==> src/rtl/mips_exe_pkg.sv <==
// Shared definitions for the MIPS execute stage: ALU operation codes and the
// multiply/divide sequencer state encoding.
package mips_exe_pkg;

  localparam int ALU_ADD   = 0;
  localparam int ALU_ADDU  = 1;
  localparam int ALU_SUB   = 2;
  localparam int ALU_SUBU  = 3;
  localparam int ALU_AND   = 4;
  localparam int ALU_OR    = 5;
  localparam int ALU_XOR   = 6;
  localparam int ALU_NOR   = 7;
  localparam int ALU_SLT   = 8;
  localparam int ALU_SLTU  = 9;
  localparam int ALU_SLL   = 10;
  localparam int ALU_SRL   = 11;
  localparam int ALU_SRA   = 12;
  localparam int ALU_LUI   = 13;
  localparam int ALU_MOVZ  = 14;
  localparam int ALU_MOVN  = 15;
  localparam int ALU_MULT  = 16;
  localparam int ALU_MULTU = 17;
  localparam int ALU_DIV   = 18;
  localparam int ALU_DIVU  = 19;
  localparam int ALU_MFHI  = 20;
  localparam int ALU_MFLO  = 21;
  localparam int ALU_MTHI  = 22;
  localparam int ALU_MTLO  = 23;

  typedef enum logic [1:0] {
    ST_IDLE = 2'd0,
    ST_MUL  = 2'd1,
    ST_DIV  = 2'd2,
    ST_DONE = 2'd3
  } mdu_state_t;

endpackage

==> src/rtl/mdu_iter.sv <==
// Iterative radix-2 multiply (shift-add) / divide (restoring) datapath with
// step counter; signed operation works on magnitudes and fixes signs at the end.
module mdu_iter #(
  parameter int WIDTH = 32
) (
  input  logic             clk,
  input  logic             rst_n,
  input  logic             start,
  input  logic             is_div,
  input  logic             is_signed,
  input  logic             step,
  input  logic [WIDTH-1:0] op_a,
  input  logic [WIDTH-1:0] op_b,
  output logic             last,
  output logic [WIDTH-1:0] hi,
  output logic [WIDTH-1:0] lo
);
  localparam int CNT_W = $clog2(WIDTH);

  logic [2*WIDTH-1:0] acc, acc_next;
  logic [WIDTH-1:0]   mag_b, a_raw;
  logic               div_mode, neg_res, neg_rem, div_zero;
  logic [CNT_W-1:0]   cnt;
  logic [WIDTH:0]     sum, shifted, diff;
  logic [2*WIDTH-1:0] prod;
  logic [WIDTH-1:0]   mag_a_in, mag_b_in, quo, rem;

  assign mag_a_in = (is_signed && op_a[WIDTH-1]) ? -op_a : op_a;
  assign mag_b_in = (is_signed && op_b[WIDTH-1]) ? -op_b : op_b;

  // acc = {partial high word, low word}: multiplier bits shift out of the low
  // word while product bits shift in; for divide, {remainder, quotient}.
  always_comb begin
    sum      = {1'b0, acc[2*WIDTH-1:WIDTH]} + (acc[0] ? {1'b0, mag_b} : '0);
    shifted  = {acc[2*WIDTH-1:WIDTH], acc[WIDTH-1]};
    diff     = shifted - {1'b0, mag_b};
    acc_next = acc;
    if (!div_mode) begin
      acc_next = {sum, acc[WIDTH-1:1]};
    end else if (!diff[WIDTH]) begin
      acc_next = {diff[WIDTH-1:0], acc[WIDTH-2:0], 1'b1};
    end else begin
      acc_next = {shifted[WIDTH-1:0], acc[WIDTH-2:0], 1'b0};
    end
  end

  always_ff @(posedge clk or negedge rst_n) begin
    if (!rst_n) begin
      acc      <= '0;
      mag_b    <= '0;
      a_raw    <= '0;
      div_mode <= 1'b0;
      neg_res  <= 1'b0;
      neg_rem  <= 1'b0;
      div_zero <= 1'b0;
      cnt      <= '0;
    end else if (start) begin
      acc      <= {{WIDTH{1'b0}}, mag_a_in};
      mag_b    <= mag_b_in;
      a_raw    <= op_a;
      div_mode <= is_div;
      neg_res  <= is_signed && (op_a[WIDTH-1] ^ op_b[WIDTH-1]);
      neg_rem  <= is_signed && is_div && op_a[WIDTH-1];
      div_zero <= is_div && (op_b == '0);
      cnt      <= '0;
    end else if (step) begin
      acc <= acc_next;
      cnt <= cnt + 1'b1;
    end
  end

  assign last = (cnt == CNT_W'(WIDTH - 1));
  assign prod = neg_res ? -acc : acc;
  assign quo  = neg_res ? -acc[WIDTH-1:0] : acc[WIDTH-1:0];
  assign rem  = neg_rem ? -acc[2*WIDTH-1:WIDTH] : acc[2*WIDTH-1:WIDTH];

  always_comb begin
    hi = prod[2*WIDTH-1:WIDTH];
    lo = prod[WIDTH-1:0];
    if (div_mode) begin
      hi = div_zero ? a_raw : rem;
      lo = div_zero ? '1 : quo;
    end
  end

endmodule

==> src/rtl/exe_mdu_unit.sv <==
// MIPS execute unit: single-cycle ALU with registered result plus an iterative
// multiply/divide unit owning HI/LO. Handshake: an op is taken on a rising edge
// when in_valid && in_ready && !flush; out_valid is a one-cycle pulse, no back-pressure.
module exe_mdu_unit
  import mips_exe_pkg::*;
#(
  parameter int WIDTH = 32,
  parameter int OP_W  = 6
) (
  input  logic             clk,
  input  logic             rst_n,
  input  logic             flush,
  input  logic             in_valid,
  output logic             in_ready,
  input  logic [OP_W-1:0]  alu_op,
  input  logic [WIDTH-1:0] src_a,
  input  logic [WIDTH-1:0] src_b,
  output logic             out_valid,
  output logic [WIDTH-1:0] result,
  output logic             equal_mov,
  output logic             overflow,
  output logic             busy
);
  localparam int SH_W = $clog2(WIDTH);

  mdu_state_t       state, state_next;
  logic [WIDTH-1:0] hi_q, lo_q, alu_res, mdu_hi, mdu_lo, sum, dif;
  logic             alu_eq, alu_ov, is_mul, is_div, is_signed, accept, step, last;
  logic [SH_W-1:0]  shamt;
  int               op_i;

  assign in_ready = (state == ST_IDLE);
  assign busy     = (state != ST_IDLE);
  assign accept   = in_valid && in_ready && !flush;
  assign op_i     = int'(alu_op);
  assign shamt    = src_a[SH_W-1:0];
  assign sum      = src_a + src_b;
  assign dif      = src_a - src_b;
  assign is_mul   = (op_i == ALU_MULT) || (op_i == ALU_MULTU);
  assign is_div   = (op_i == ALU_DIV) || (op_i == ALU_DIVU);
  assign is_signed = (op_i == ALU_MULT) || (op_i == ALU_DIV);
  assign step     = ((state == ST_MUL) || (state == ST_DIV)) && !flush;

  always_comb begin
    alu_res = '0;
    alu_eq  = 1'b0;
    alu_ov  = 1'b0;
    case (op_i)
      ALU_ADD: begin
        alu_res = sum;
        alu_ov  = (src_a[WIDTH-1] == src_b[WIDTH-1]) && (sum[WIDTH-1] != src_a[WIDTH-1]);
      end
      ALU_ADDU: alu_res = sum;
      ALU_SUB: begin
        alu_res = dif;
        alu_ov  = (src_a[WIDTH-1] != src_b[WIDTH-1]) && (dif[WIDTH-1] != src_a[WIDTH-1]);
      end
      ALU_SUBU: alu_res = dif;
      ALU_AND:  alu_res = src_a & src_b;
      ALU_OR:   alu_res = src_a | src_b;
      ALU_XOR:  alu_res = src_a ^ src_b;
      ALU_NOR:  alu_res = ~(src_a | src_b);
      ALU_SLT:  alu_res = {{(WIDTH-1){1'b0}}, $signed(src_a) < $signed(src_b)};
      ALU_SLTU: alu_res = {{(WIDTH-1){1'b0}}, src_a < src_b};
      ALU_SLL:  alu_res = src_b << shamt;
      ALU_SRL:  alu_res = src_b >> shamt;
      ALU_SRA:  alu_res = $unsigned($signed(src_b) >>> shamt);
      ALU_LUI:  alu_res = src_b << (WIDTH / 2);
      ALU_MOVZ: begin
        alu_res = src_a;
        alu_eq  = (src_b == '0);
      end
      ALU_MOVN: begin
        alu_res = src_a;
        alu_eq  = (src_b != '0);
      end
      ALU_MFHI: alu_res = hi_q;
      ALU_MFLO: alu_res = lo_q;
      ALU_MTHI, ALU_MTLO: alu_res = src_a;
      default:  alu_res = '0;
    endcase
  end

  always_comb begin
    state_next = state;
    case (state)
      ST_IDLE: begin
        if (accept && is_mul)      state_next = ST_MUL;
        else if (accept && is_div) state_next = ST_DIV;
      end
      ST_MUL, ST_DIV: begin
        if (flush)     state_next = ST_IDLE;
        else if (last) state_next = ST_DONE;
      end
      ST_DONE: state_next = ST_IDLE;
      default: state_next = ST_IDLE;
    endcase
  end

  always_ff @(posedge clk or negedge rst_n) begin
    if (!rst_n) state <= ST_IDLE;
    else        state <= state_next;
  end

  mdu_iter #(.WIDTH(WIDTH)) u_mdu (
    .clk       (clk),
    .rst_n     (rst_n),
    .start     (accept && (is_mul || is_div)),
    .is_div    (is_div),
    .is_signed (is_signed),
    .step      (step),
    .op_a      (src_a),
    .op_b      (src_b),
    .last      (last),
    .hi        (mdu_hi),
    .lo        (mdu_lo)
  );

  // Multi-cycle ops leave the output registers alone until DONE commits.
  always_ff @(posedge clk or negedge rst_n) begin
    if (!rst_n) begin
      out_valid <= 1'b0;
      result    <= '0;
      equal_mov <= 1'b0;
      overflow  <= 1'b0;
      hi_q      <= '0;
      lo_q      <= '0;
    end else begin
      out_valid <= 1'b0;
      if (accept && !is_mul && !is_div) begin
        out_valid <= 1'b1;
        result    <= alu_res;
        equal_mov <= alu_eq;
        overflow  <= alu_ov;
        if (op_i == ALU_MTHI) hi_q <= src_a;
        if (op_i == ALU_MTLO) lo_q <= src_a;
      end else if ((state == ST_DONE) && !flush) begin
        out_valid <= 1'b1;
        result    <= mdu_lo;
        equal_mov <= 1'b0;
        overflow  <= 1'b0;
        hi_q      <= mdu_hi;
        lo_q      <= mdu_lo;
      end
    end
  end

endmodule
==> config.mk <==
export PLATFORM = sky130hd
export DESIGN_NAME = exe_mdu_unit
export DESIGN_NICKNAME = d
export VERILOG_FILES = /design/src/rtl/mips_exe_pkg.sv /design/src/rtl/mdu_iter.sv /design/src/rtl/exe_mdu_unit.sv
export SDC_FILE = /design/constraint.sdc
export NUM_CORES = 2
export LEC_CHECK = 0
export CORE_UTILIZATION = 30
export DETAILED_ROUTE_END_ITERATION = 10
export PLACE_DENSITY_LB_ADDON = 0.1
export SKIP_LAST_GASP = 1
export SYNTH_ARGS = -nofsm -noshare
export SYNTH_HDL_FRONTEND = slang
export SYNTH_HIERARCHICAL = 1
export SYNTH_SLANG_ARGS = --single-unit
export TNS_END_PERCENT = 100
==> constraint.sdc <==
create_clock -name clk -period 3.7 [get_ports clk]
set_input_delay 0.555 -clock clk [delete_from_list [all_inputs] [get_ports clk]]
set_output_delay 0.555 -clock clk [all_outputs]
set_load 0.01 [all_outputs]
==> impl_metrics.env <==
# implementation run metrics
export IMPL_finalHoldViolCount=0
export IMPL_cts_sinks=238
export IMPL_cts_root_buf="clkbuf_16"
export IMPL_cpMostUsedCell="o221ai_1"
export IMPL_cp_startpoint="src_b[0]"
export IMPL_place_congestion=1.05
export IMPL_cts_setup_buffers=1
export IMPL_synthesis_instances=3754
export IMPL_finalSetupViolations=0
export IMPL_logic_family="AND-OR/OR-AND gates"
export IMPL_ys_area_mm2=0.0282
export IMPL_reg2reg_from="u_mdu/acc[6]"
export IMPL_cp_max_fo=3
export IMPL_period_minus_slack_ps=3660
export IMPL_ys_ff=238
export IMPL_ys_types=102
export IMPL_design_area_mm2=0.0369
export IMPL_rsz0062_at_grt="true"
export IMPL_seq_area_frac_synth_pct=21.1
export IMPL_crit_slowest_cell="clkdlybuf4s50_1"
export IMPL_p_leak_nw=16.2
export IMPL_post_synth_cell_area_avg_um2=7.50
export IMPL_die_area_mm2=0.0951
export IMPL_crit_path_cell_trace="clkdlybuf4s50_1, ha_1, inv_1, fa_1, a21oi_1, o221ai_1, buf_4, a21oi_2, buf_12, o31ai_1, a221oi_2, xnor2_1, o221ai_1, o211a_1"
export IMPL_max_cap_violations=0
export IMPL_yosysWarnings=6
export IMPL_ios=111
export IMPL_crit_cells=14
export IMPL_finalCritPeriodShare_pct=98.9
export IMPL_syn_to_final_growth_pct=30.9
export IMPL_fin_nets=4595
export IMPL_use_met3_pct=6.23
export IMPL_synthTopCellsByCount="nor2_1 (463), a21oi_1 (419), nand2_1 (353), o21ai_0 (304), dfrtp_1 (238)"
export IMPL_netlist_area_mm2=0.0282
export IMPL_path_class="in2reg"
export IMPL_max_vdd_ir_drop_uv=433
export IMPL_highest_layer="met5"
export IMPL_ys_sh_aoi_pct=27.7
export IMPL_synth_top_cell_by_area="dfrtp_1"
export IMPL_hpwl_um=128000
export IMPL_power_mw=26.3
export IMPL_yosysCellCount=3754
export IMPL_drt_iter0_markers=3795
export IMPL_firstDrtPassIters=6
export IMPL_cts_resized_gates=9
export IMPL_busiest_layer="met2"
export IMPL_flop_cell="dfrtp_1"
export IMPL_ys_sh_simple_pct=19.9
export IMPL_drc=0
export IMPL_floorplan_nets=4018
export IMPL_viasPerCell=5.73
export IMPL_numCtsBuffers=34
export IMPL_clk_latency_ps=580
export IMPL_slew_headroom_pct=27.5
export IMPL_most_common_cell="nor2_1"
export IMPL_drive_above_1_share_pct=22.0
export IMPL_fp_dieW_um=308
export IMPL_core_area_mm2=0.0932
export IMPL_startpoint_type="input pin"
export IMPL_edf_count=0
export IMPL_grt_pass1_wl_um=225000
export IMPL_lay_top_count="buf_4"
export IMPL_endpoint_kind="register"
export IMPL_antenna_found_initial=8
export IMPL_cts_hold_buf=1
export IMPL_fin_worst_skew_ps=29.4
export IMPL_p_per_area_mw_per_mm2=712
export IMPL_crit_family="AND-OR/OR-AND gates"
export IMPL_synth_area_top_cells="dfrtp_1 (21%), ha_1 (8.3%), a21oi_1 (7.4%)"
export IMPL_synthXorXnorAreaFrac_pct=6.62
export IMPL_fa_ha_area_share_pct=8.55
export IMPL_dr_wl_met3_um=12200
export IMPL_track_usage_pct=32.9
export IMPL_grt_ovfl_total=0
export IMPL_die_y_um=308
export IMPL_arrival_ps=4140
export IMPL_wl_met1_um=71600
export IMPL_status="finished clean"
export IMPL_yosys_area_top_type_share_pct=21.1
export IMPL_clock_fmax_mhz=273
export IMPL_worst_path_buf_inv=4
export IMPL_ant_nets=0
export IMPL_mostFrequentLayoutCells="buf_4 (654), nor2_1 (460), a21oi_1 (415)"
export IMPL_tool_warnings=110
export IMPL_fp_utilization_pct=30.2
export IMPL_worstPathRequired_ps=4180
export IMPL_place_area_mm2=0.0354
export IMPL_met2_wirelength_um=69500
export IMPL_min_path_type="in2async"
export IMPL_tightest_slew_ps=1080
export IMPL_grt_max_degree=100
export IMPL_grt_pass1_vias=30593
export IMPL_wire_per_inst_um=28.3
export IMPL_cts_buffer_depth=3
export IMPL_mux_share_pct=9.86
export IMPL_rows=112
export IMPL_drv_slew=0
export IMPL_path_clk_slew_ps=70
export IMPL_cts_tree="built"
export IMPL_htreeDepth=2
export IMPL_async_flop_share_pct=100
export IMPL_critical_path_max_stage_delay_ps=560
==> power breakdown <==
part,internal [mW],switching [mW]
clock network,2.26,1.46
registers,3.77,1.17
logic,7.39,10.2
total,13.4,12.8
==> worst paths after layout <==
check                                  end  slack, ps
setup / recovery                result[24]         40
setup reg to reg                result[23]        120
hold reg to reg                   lo_q[19]        490
hold / removal             u_mdu/a_raw[29]        460
max in group asynchronous    u_mdu/acc[36]       2250
min in group clk                  lo_q[19]        490
==> final cells by class <==
| type | count | area, µm² |
|---|---|---|
| fill | 9779 | 56300 |
| multi-input combinational | 3085 | 20700 |
| timing repair buffer | 802 | 6750 |
| sequential | 238 | 5960 |
| tap | 1254 | 1570 |
| clock buffer | 44 | 1000 |
| inverter | 170 | 638 |
| clock inverter | 16 | 228 |
| antenna | 5 | 12.5 |
==> logic make-up after synthesis <==
family | count (synthesis)
AND-OR/OR-AND | 1241
XOR/XNOR | 213
adder cells (fa/ha/maj) | 190
buffers and inverters | 431
flip-flops | 238
multiplexers | 220
AND/OR/NAND/NOR | 1221
==> through the flow <==
stage	hold slack, ps	setup TNS (ps)	std cells	setup WS, ps	utilization [%]
finish	464	0	5614	41.7	39.6
global route	472	-185	5609	-67.8	39.6
CTS	460	0	5609	17.1	39.4
detailed placement	468	-6450	5546	-494	38.0
global placement	466	-6200	5546	-453	38.0
floorplan	259	0	3754	25.9	-
==> flip-flops by register name, indices dropped and copies added, names as in the netlist <==
signal,count
equal_mov,1
hi_q,32
lo_q,32
out_valid,1
overflow,1
result,32
state,2
u_mdu/a_raw,32
u_mdu/acc,64
u_mdu/cnt,5
u_mdu/div_mode,1
u_mdu/div_zero,1
u_mdu/mag_b,32
u_mdu/neg_rem,1
u_mdu/neg_res,1
**M4 wires**

The bar under the picture is 100 µm long.
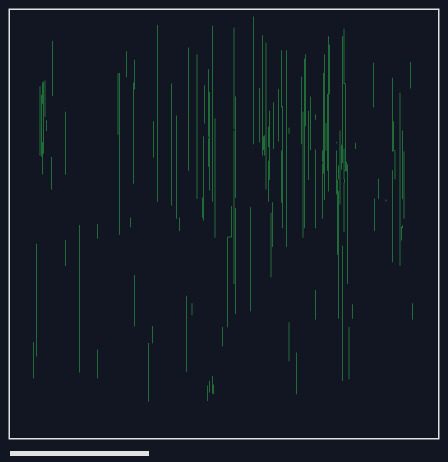
91 nets have wire on it. The layer carries 5670 µm of wire. The wires run mostly vertical. The longest straight run is 141 µm.
final wirelength: 159000 µm
DR vias: 32172

**Met2 routing**

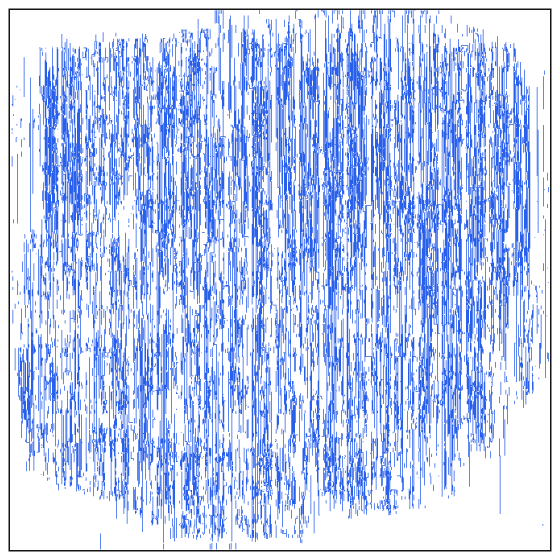
The layer carries 69.5 mm of wire. The layer holds 44% of the routed length. 3667 nets have wire on it. The wires run mostly vertical. The longest straight run is 130 µm.
grt met2 use: 50.5%

**Metal 1**

The bar under the picture is 100 µm long. Cells faint in the background.
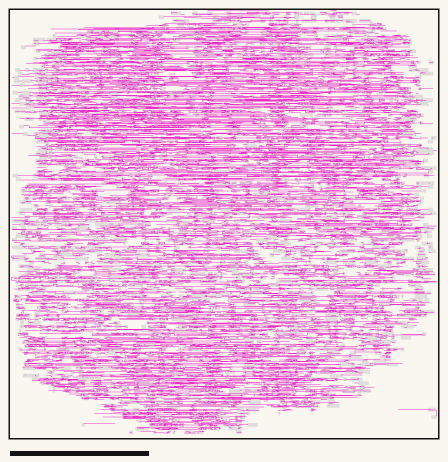
The wires run mostly horizontal. 4263 nets have wire on it. The layer holds 45% of the routed length. The longest straight run is 129 µm. The layer carries 71.6 mm of wire.
GR met1 Demand/Resource: 46.0%

Power figures rest on the tool's default switching activity, not on a simulated workload.
